--- src/rtl/gbt_link_supervisor.sv ---
// gbt_link_supervisor: GBT link bring-up sequencer on the 120 MHz domain.
// Qualifies the link as UP after a stable period, requests a global reset
// when acquisition times out, and keeps saturating event counters plus a
// sticky interrupt flag for the PS status register file.
module gbt_link_supervisor #(
    parameter int g_tick_div        = 120000,
    parameter int g_stable_ms       = 10,
    parameter int g_lock_timeout_ms = 2400,
    parameter int g_holdoff_ms      = 5
) (
    input  logic        clk_ik,
    input  logic        rst_ir,
    input  logic        pll_locked_i,
    input  logic        rx_ready_i,
    input  logic        tx_ready_i,
    input  logic        los_i,
    input  logic        clear_i,
    output logic        link_up_o,
    output logic [1:0]  state_o,
    output logic        reset_req_o,
    output logic [15:0] loss_count_o,
    output logic [15:0] reset_count_o,
    output logic [15:0] last_lock_ms_o,
    output logic        irq_o
);

    localparam logic [1:0] S_WAIT_PLL = 2'd0;
    localparam logic [1:0] S_ACQUIRE  = 2'd1;
    localparam logic [1:0] S_UP       = 2'd2;
    localparam logic [1:0] S_HOLDOFF  = 2'd3;

    localparam int              DIV_W       = (g_tick_div > 1) ? $clog2(g_tick_div) : 1;
    localparam logic [DIV_W-1:0] DIV_LAST   = DIV_W'(g_tick_div - 1);
    localparam logic [15:0]     STABLE_TGT  = 16'(g_stable_ms);
    localparam logic [15:0]     TIMEOUT_TGT = 16'(g_lock_timeout_ms);
    localparam logic [15:0]     HOLDOFF_TGT = 16'(g_holdoff_ms);

    function automatic logic [15:0] satInc(input logic [15:0] v);
        return (v == 16'hFFFF) ? v : v + 16'd1;
    endfunction

    logic [DIV_W-1:0] r_div;
    logic [1:0]       r_state;
    logic [15:0]      r_acqMs;
    logic [15:0]      r_stableCnt;
    logic [15:0]      r_holdCnt;
    logic             r_linkUp;
    logic             r_resetReq;
    logic [15:0]      r_lossCount;
    logic [15:0]      r_resetCount;
    logic [15:0]      r_lastLockMs;
    logic             r_irq;

    logic        w_tick;
    logic        w_good;
    logic [15:0] w_acqInc;
    logic [15:0] w_stableInc;
    logic [1:0]  w_stateNxt;
    logic [15:0] w_acqNxt;
    logic [15:0] w_stableNxt;
    logic [15:0] w_holdNxt;
    logic        w_enterUp;
    logic        w_timeout;
    logic        w_loss;
    logic [15:0] w_lossNxt;
    logic [15:0] w_resetCntNxt;
    logic [15:0] w_lastLockNxt;
    logic        w_irqNxt;

    assign w_tick      = (r_div == DIV_LAST);
    assign w_good      = pll_locked_i & rx_ready_i & tx_ready_i & ~los_i;
    assign w_acqInc    = satInc(r_acqMs);
    assign w_stableInc = satInc(r_stableCnt);

    // Free-running 1 ms tick divider
    always_ff @(posedge clk_ik) begin
        if (rst_ir || w_tick) r_div <= '0;
        else                  r_div <= r_div + DIV_W'(1);
    end

    // Bring-up sequence: next state, acquisition/stable/holdoff counters and event strobes
    always_comb begin
        w_stateNxt  = r_state;
        w_acqNxt    = r_acqMs;
        w_stableNxt = r_stableCnt;
        w_holdNxt   = r_holdCnt;
        w_enterUp   = 1'b0;
        w_timeout   = 1'b0;
        w_loss      = 1'b0;
        case (r_state)
            S_WAIT_PLL: begin
                if (pll_locked_i) begin
                    w_stateNxt  = S_ACQUIRE;
                    w_acqNxt    = '0;
                    w_stableNxt = '0;
                end
            end
            S_ACQUIRE: begin
                if (!pll_locked_i) begin
                    w_stateNxt = S_WAIT_PLL;
                end else begin
                    if (!w_good)     w_stableNxt = '0;
                    else if (w_tick) w_stableNxt = w_stableInc;
                    if (w_tick)      w_acqNxt    = w_acqInc;
                    // A stable-complete tick takes precedence over a timeout on the same tick
                    if (w_good && w_tick && (w_stableInc == STABLE_TGT)) begin
                        w_stateNxt = S_UP;
                        w_enterUp  = 1'b1;
                    end else if (w_tick && (w_acqInc == TIMEOUT_TGT)) begin
                        w_stateNxt = S_HOLDOFF;
                        w_timeout  = 1'b1;
                        w_holdNxt  = '0;
                    end
                end
            end
            S_UP: begin
                if (!w_good) begin
                    w_loss = 1'b1;
                    if (!pll_locked_i) begin
                        w_stateNxt = S_WAIT_PLL;
                    end else begin
                        w_stateNxt  = S_ACQUIRE;
                        w_acqNxt    = '0;
                        w_stableNxt = '0;
                    end
                end
            end
            default: begin
                if (w_tick) begin
                    w_holdNxt = satInc(r_holdCnt);
                    if (satInc(r_holdCnt) == HOLDOFF_TGT) w_stateNxt = S_WAIT_PLL;
                end
            end
        endcase
    end

    // Status counters and irq: a clear zeroes them, an event in the same cycle still counts
    always_comb begin
        w_lossNxt     = clear_i ? 16'd0 : r_lossCount;
        w_resetCntNxt = clear_i ? 16'd0 : r_resetCount;
        w_lastLockNxt = clear_i ? 16'd0 : r_lastLockMs;
        w_irqNxt      = clear_i ? 1'b0  : r_irq;
        if (w_loss) begin
            w_lossNxt = satInc(w_lossNxt);
            w_irqNxt  = 1'b1;
        end
        if (w_timeout) begin
            w_resetCntNxt = satInc(w_resetCntNxt);
            w_irqNxt      = 1'b1;
        end
        if (w_enterUp) w_lastLockNxt = r_acqMs;
    end

    // State and output registers; reset drops any reset request in flight
    always_ff @(posedge clk_ik) begin
        if (rst_ir) begin
            r_state      <= S_WAIT_PLL;
            r_acqMs      <= '0;
            r_stableCnt  <= '0;
            r_holdCnt    <= '0;
            r_linkUp     <= 1'b0;
            r_resetReq   <= 1'b0;
            r_lossCount  <= '0;
            r_resetCount <= '0;
            r_lastLockMs <= '0;
            r_irq        <= 1'b0;
        end else begin
            r_state      <= w_stateNxt;
            r_acqMs      <= w_acqNxt;
            r_stableCnt  <= w_stableNxt;
            r_holdCnt    <= w_holdNxt;
            r_linkUp     <= (w_stateNxt == S_UP);
            r_resetReq   <= w_timeout;
            r_lossCount  <= w_lossNxt;
            r_resetCount <= w_resetCntNxt;
            r_lastLockMs <= w_lastLockNxt;
            r_irq        <= w_irqNxt;
        end
    end

    assign link_up_o      = r_linkUp;
    assign state_o        = r_state;
    assign reset_req_o    = r_resetReq;
    assign loss_count_o   = r_lossCount;
    assign reset_count_o  = r_resetCount;
    assign last_lock_ms_o = r_lastLockMs;
    assign irq_o          = r_irq;

endmodule

--- config.mk ---
export PLATFORM = sky130hd
export DESIGN_NAME = gbt_link_supervisor
export DESIGN_NICKNAME = d
export VERILOG_FILES = /design/src/rtl/gbt_link_supervisor.sv
export SDC_FILE = /design/constraint.sdc
export NUM_CORES = 1
export LEC_CHECK = 0
export ABC_AREA = 1
export CAP_MARGIN = 25
export CORE_MARGIN = 2
export CORE_UTILIZATION = 50
export CTS_BUF_LIST = sky130_fd_sc_hd__clkbuf_16
export DETAILED_ROUTE_END_ITERATION = 6
export PLACE_DENSITY = 0.81
export SYNTH_ARGS = -nofsm -noshare
export SYNTH_HDL_FRONTEND = slang
export SYNTH_SLANG_ARGS = --single-unit
export TNS_END_PERCENT = 100
--- constraint.sdc ---
create_clock -name clk_ik -period 3.2 [get_ports clk_ik]
set_input_delay 0.32 -clock clk_ik [delete_from_list [all_inputs] [get_ports clk_ik]]
set_output_delay 0.32 -clock clk_ik [all_outputs]
set_load 0.03 [all_outputs]
Figure 1. Wire density map (run 1).
Scale: 3 px per um. The die is cut into 25 by 25 equal tiles; white is low, dark blue is high, scaled to the fullest tile. Values are wire area over tile area, all layers added.
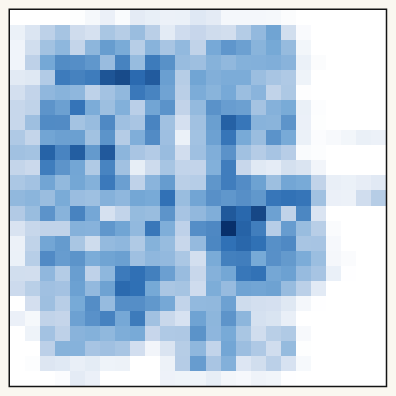
fullest tile: 0.63
tiles over half the peak: 25%
mean over tiles: 0.20
densest ninth of the die: centre

Figure 2. Gate families picked out (run 1).
Scale: 3 px per um.
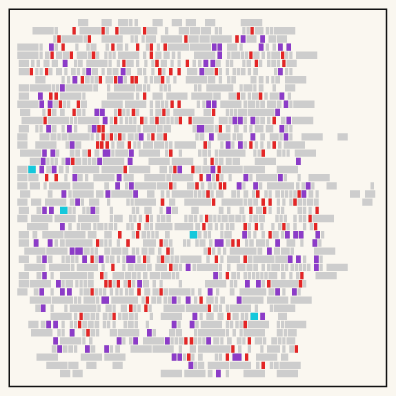
legend:
  purple:
    family: inverting AOI/OAI gates
    cells: 139
    most_used: a21oi_1
    where: spread over the die
  cyan:
    family: AND-OR and OR-AND gates
    cells: 4
    most_used: o21a_1
  red:
    family: inverters
    cells: 160
    most_used: inv_1
Finished Layout Cells: 1452
Commonest Layout Cell: nand2_1
fraction of area in multi-input gates: 48.7%

Figure 3. Track usage over the die (run 1).
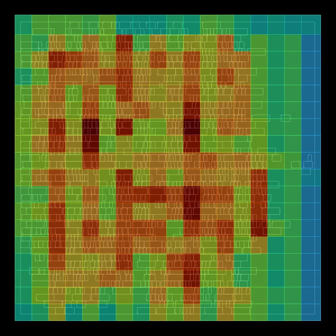
GR Util All Layers: 24.4%
met2 Resource Use GR: 40.2%
met3 GRT Util: 5.91%
global route hottest layer: met2

==> ci_impl_report.md, run 1 <==
## Synthesis and layout report

| Metric | Value |
|---|---|
| Clock Buffer Count | 17 |
| Final setup skew | between 0.009 and 0.01 ns |
| Cell internal pwr | between 2 and 3 mW |
| Tool Warnings | 26 |
| Outcome | complete, no violations |
| Post-CTS Resized | 0 |
| Flop share of the area | between 20% and 30% |
| Mux area share | 0% |
| Die Size | 15700 sq um |
| CP Launch Type | flip-flop |
| Number of global-route vias before repair | between 7k and 8k |
| Drt total wl | between 15000 and 20000 um |
| Initial antenna violation count | 0 |
| Buffers excl. clock | about 75 |
| Worst Hold Launch | r_div[0] |
| Top Metal Used | met4 |
| Initial DRT Pass Iterations | 5 |
| I/O Pins | ~60 |
| CP startpoint | r_stableCnt[0] |
| Adder Area Share | between 1 and 1.5% |
Figure 4. Clock network drawn from the DEF (run 1).
Scale: 4 px per um.
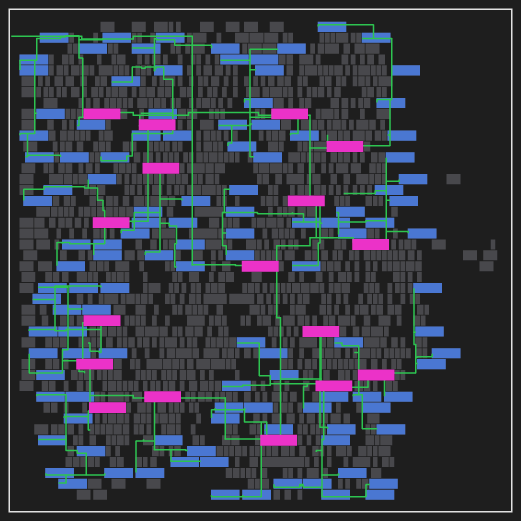

==> run 2, diff against run 1 <==
Clock period 3.2 ns to 3.3 ns, I/O delays scaled along.
Figure 5. Clock network drawn from the DEF (run 2).
Scale: 4 px per um.
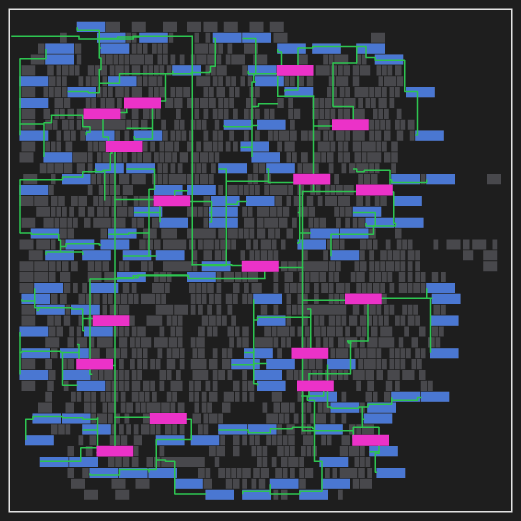
legend:
  green:
    item: clock wires
    length: 1710 um
  blue:
    item: flip-flops
    count: 118
  magenta:
    item: cells driving clock nets
    count: 17
flops lie: spread over the die
Clock Power Share: 55.0%
clk pwr: 1.87 mW
worst-skew pair later-pin latency: 0.43 ns
final setup skew: 0.0111 ns

Figure 6. Track usage over the die (run 2).
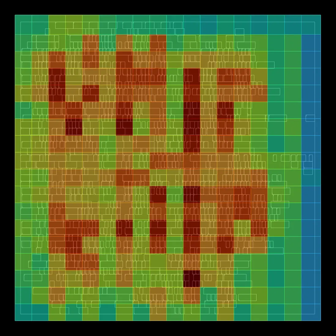
Wirelength per Cell: 13.5 um
met1 GRT Util: 32.1%
met2 Resource Use GR: 42.5%
final core area utilization: 60.5%
GR Util All Layers: 25.3%

==> ci_impl_report.md, run 2 <==
## Synthesis and layout report

| Metric | Value |
|---|---|
| Outcome | complete, no violations |
| Finished Layout Cells | 1455 (+0.21%) |
| Worst Hold Launch | r_div[0] |
| Met3 GRT Util | 5.61% (-0.30 points) |
| Pin count of the biggest net entering global routing | slightly above 60 |
| Tool Warnings | 26 (unchanged) |
| Std cell rows | 44 |
| Number of global-route vias before repair | 7324 (+3.3%) |
| Fraction of area in multi-input gates | 48.2% (-0.47 points) |
| WP data required | roughly 3.6 ns |
| Clock Buffer Count | 17 (unchanged) |
| Global route hottest layer | met2 |
| Buffers excl. clock | 77 (+2.7%) |
| Top Metal Used | met4 |
| Adder Area Share | 1.02% (unchanged) |
| Commonest Layout Cell | nand2_1 |
| Mux area share | 0% (unchanged) |
| CP Launch Type | flip-flop |
| Net Sw Frac | roughly 23% |
| Synthesized netlist net count | around 1.2k |
| Area-dominant class | combinational gates |
| Die Size | 15700 sq um (unchanged) |
| Clock H-tree levels | 4 |
| Cell internal pwr | 2.63 mW (+3.6%) |
| Drt total wl | 19600 um (+4.0%) |
| Max incr delay on CP | between 0.4 and 0.5 ns |
| Flop share of the area | 27.1% (-0.25 points) |
| Initial antenna violation count | 0 (unchanged) |
| P_seq | 1.43 mW |
| Synth Area in XOR/XNOR | under 10% |
| Worst vdd ir | between 0.3 and 0.4 mV |
| CP startpoint | r_stableCnt[0] |
| Non-clk buf share | 8.41% |
| Worst path bufs/invs | 1 |
==> run 3, diff against run 2 <==
Settings changed: CORE_ASPECT_RATIO from default to 0.9, CTS_CLUSTER_DIAMETER from default to 30, CTS_CLUSTER_SIZE from default to 8.
Figure 7. Wires at chosen ports, followed through buffers (run 3).
Scale: 4 px per um.
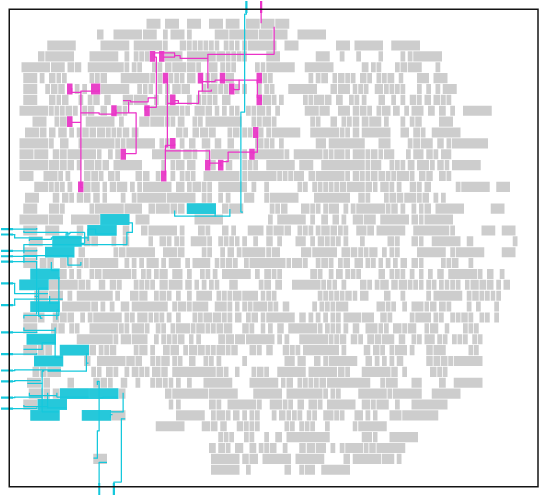
legend:
  cyan:
    port: last_lock_ms_o
    bits: 16
    direction: output
    end_cells: 16
    buffers: 16
    wire: 490 um
  magenta:
    port: clear_i
    bits: 1
    direction: input
    end_cells: 22
    buffers: 3
    wire: 255 um

Figure 8. Wire density map (run 3).
Scale: 3 px per um. The die is cut into 26 by 24 equal tiles; white is low, dark blue is high, scaled to the fullest tile. Values are wire area over tile area, all layers added.
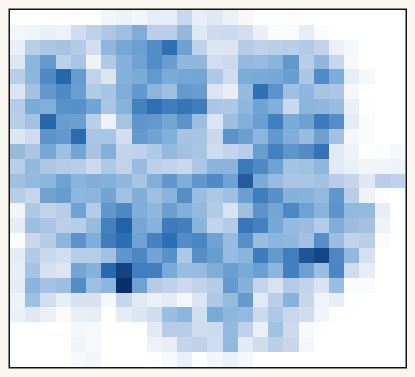
densest ninth of the die: centre
nearly empty tiles: 17%
tiles over half the peak: 22%
fullest tile: 0.64
mean over tiles: 0.20
drt total wl: 19200 um
detailed-route via count: 7667
GR Util All Layers: 24.7%

==> ci_impl_report.md, run 3 <==
## Synthesis and layout report

| Metric | Value |
|---|---|
| Outcome | complete, no violations |
| Max incr delay on CP | 0.44 ns (-0.03 ns) |
| Number of global-route vias before repair | 6837 (-6.6%) |
| Met2 Resource Use GR | 39.5% (-3.0 points) |
| CP Launch Type | flip-flop |
| Adder Area Share | 1.02% (unchanged) |
| Clock Buffer Count | 17 (unchanged) |
| Worst Hold Launch | r_div[0] |
| Commonest Layout Cell | nand2_1 |
| Pin count of the biggest net entering global routing | 61 (unchanged) |
| Fraction of area in multi-input gates | 48.2% (about the same) |
| P_seq | 1.43 mW (about the same) |
| Net Sw Frac | 22.0% (-0.63 points) |
| Mux area share | 0% (unchanged) |
| Final setup skew | 0.00927 ns (-0.00182 ns) |
| CP startpoint | r_stableCnt[0] |
| Global route hottest layer | met2 |
| Synth Area in XOR/XNOR | 2.74% (unchanged) |
| Area-dominant class | combinational gates |
| WP data required | 3.67 ns (+0.06 ns) |
| Finished Layout Cells | 1464 (+0.62%) |
| Tool Warnings | 26 (unchanged) |
| Met3 GRT Util | 6.47% (+0.87 points) |
| Clk pwr | 1.94 mW (+4%) |
| Clock Power Share | 55.9% (+0.9 points) |
| Initial antenna violation count | 0 (unchanged) |
| Buffers excl. clock | 73 (-5.2%) |
| Die Size | 15700 sq um (about the same) |
| Non-clk buf share | 7.93% (-0.48 points) |
| Worst path bufs/invs | 0 (-1) |
| Wirelength per Cell | 13.1 um (-2.9%) |
| Flop share of the area | 27.1% (+0.031 points) |
| Std cell rows | 42 (-4.5%) |
Power is estimated from default activity; no workload was simulated.
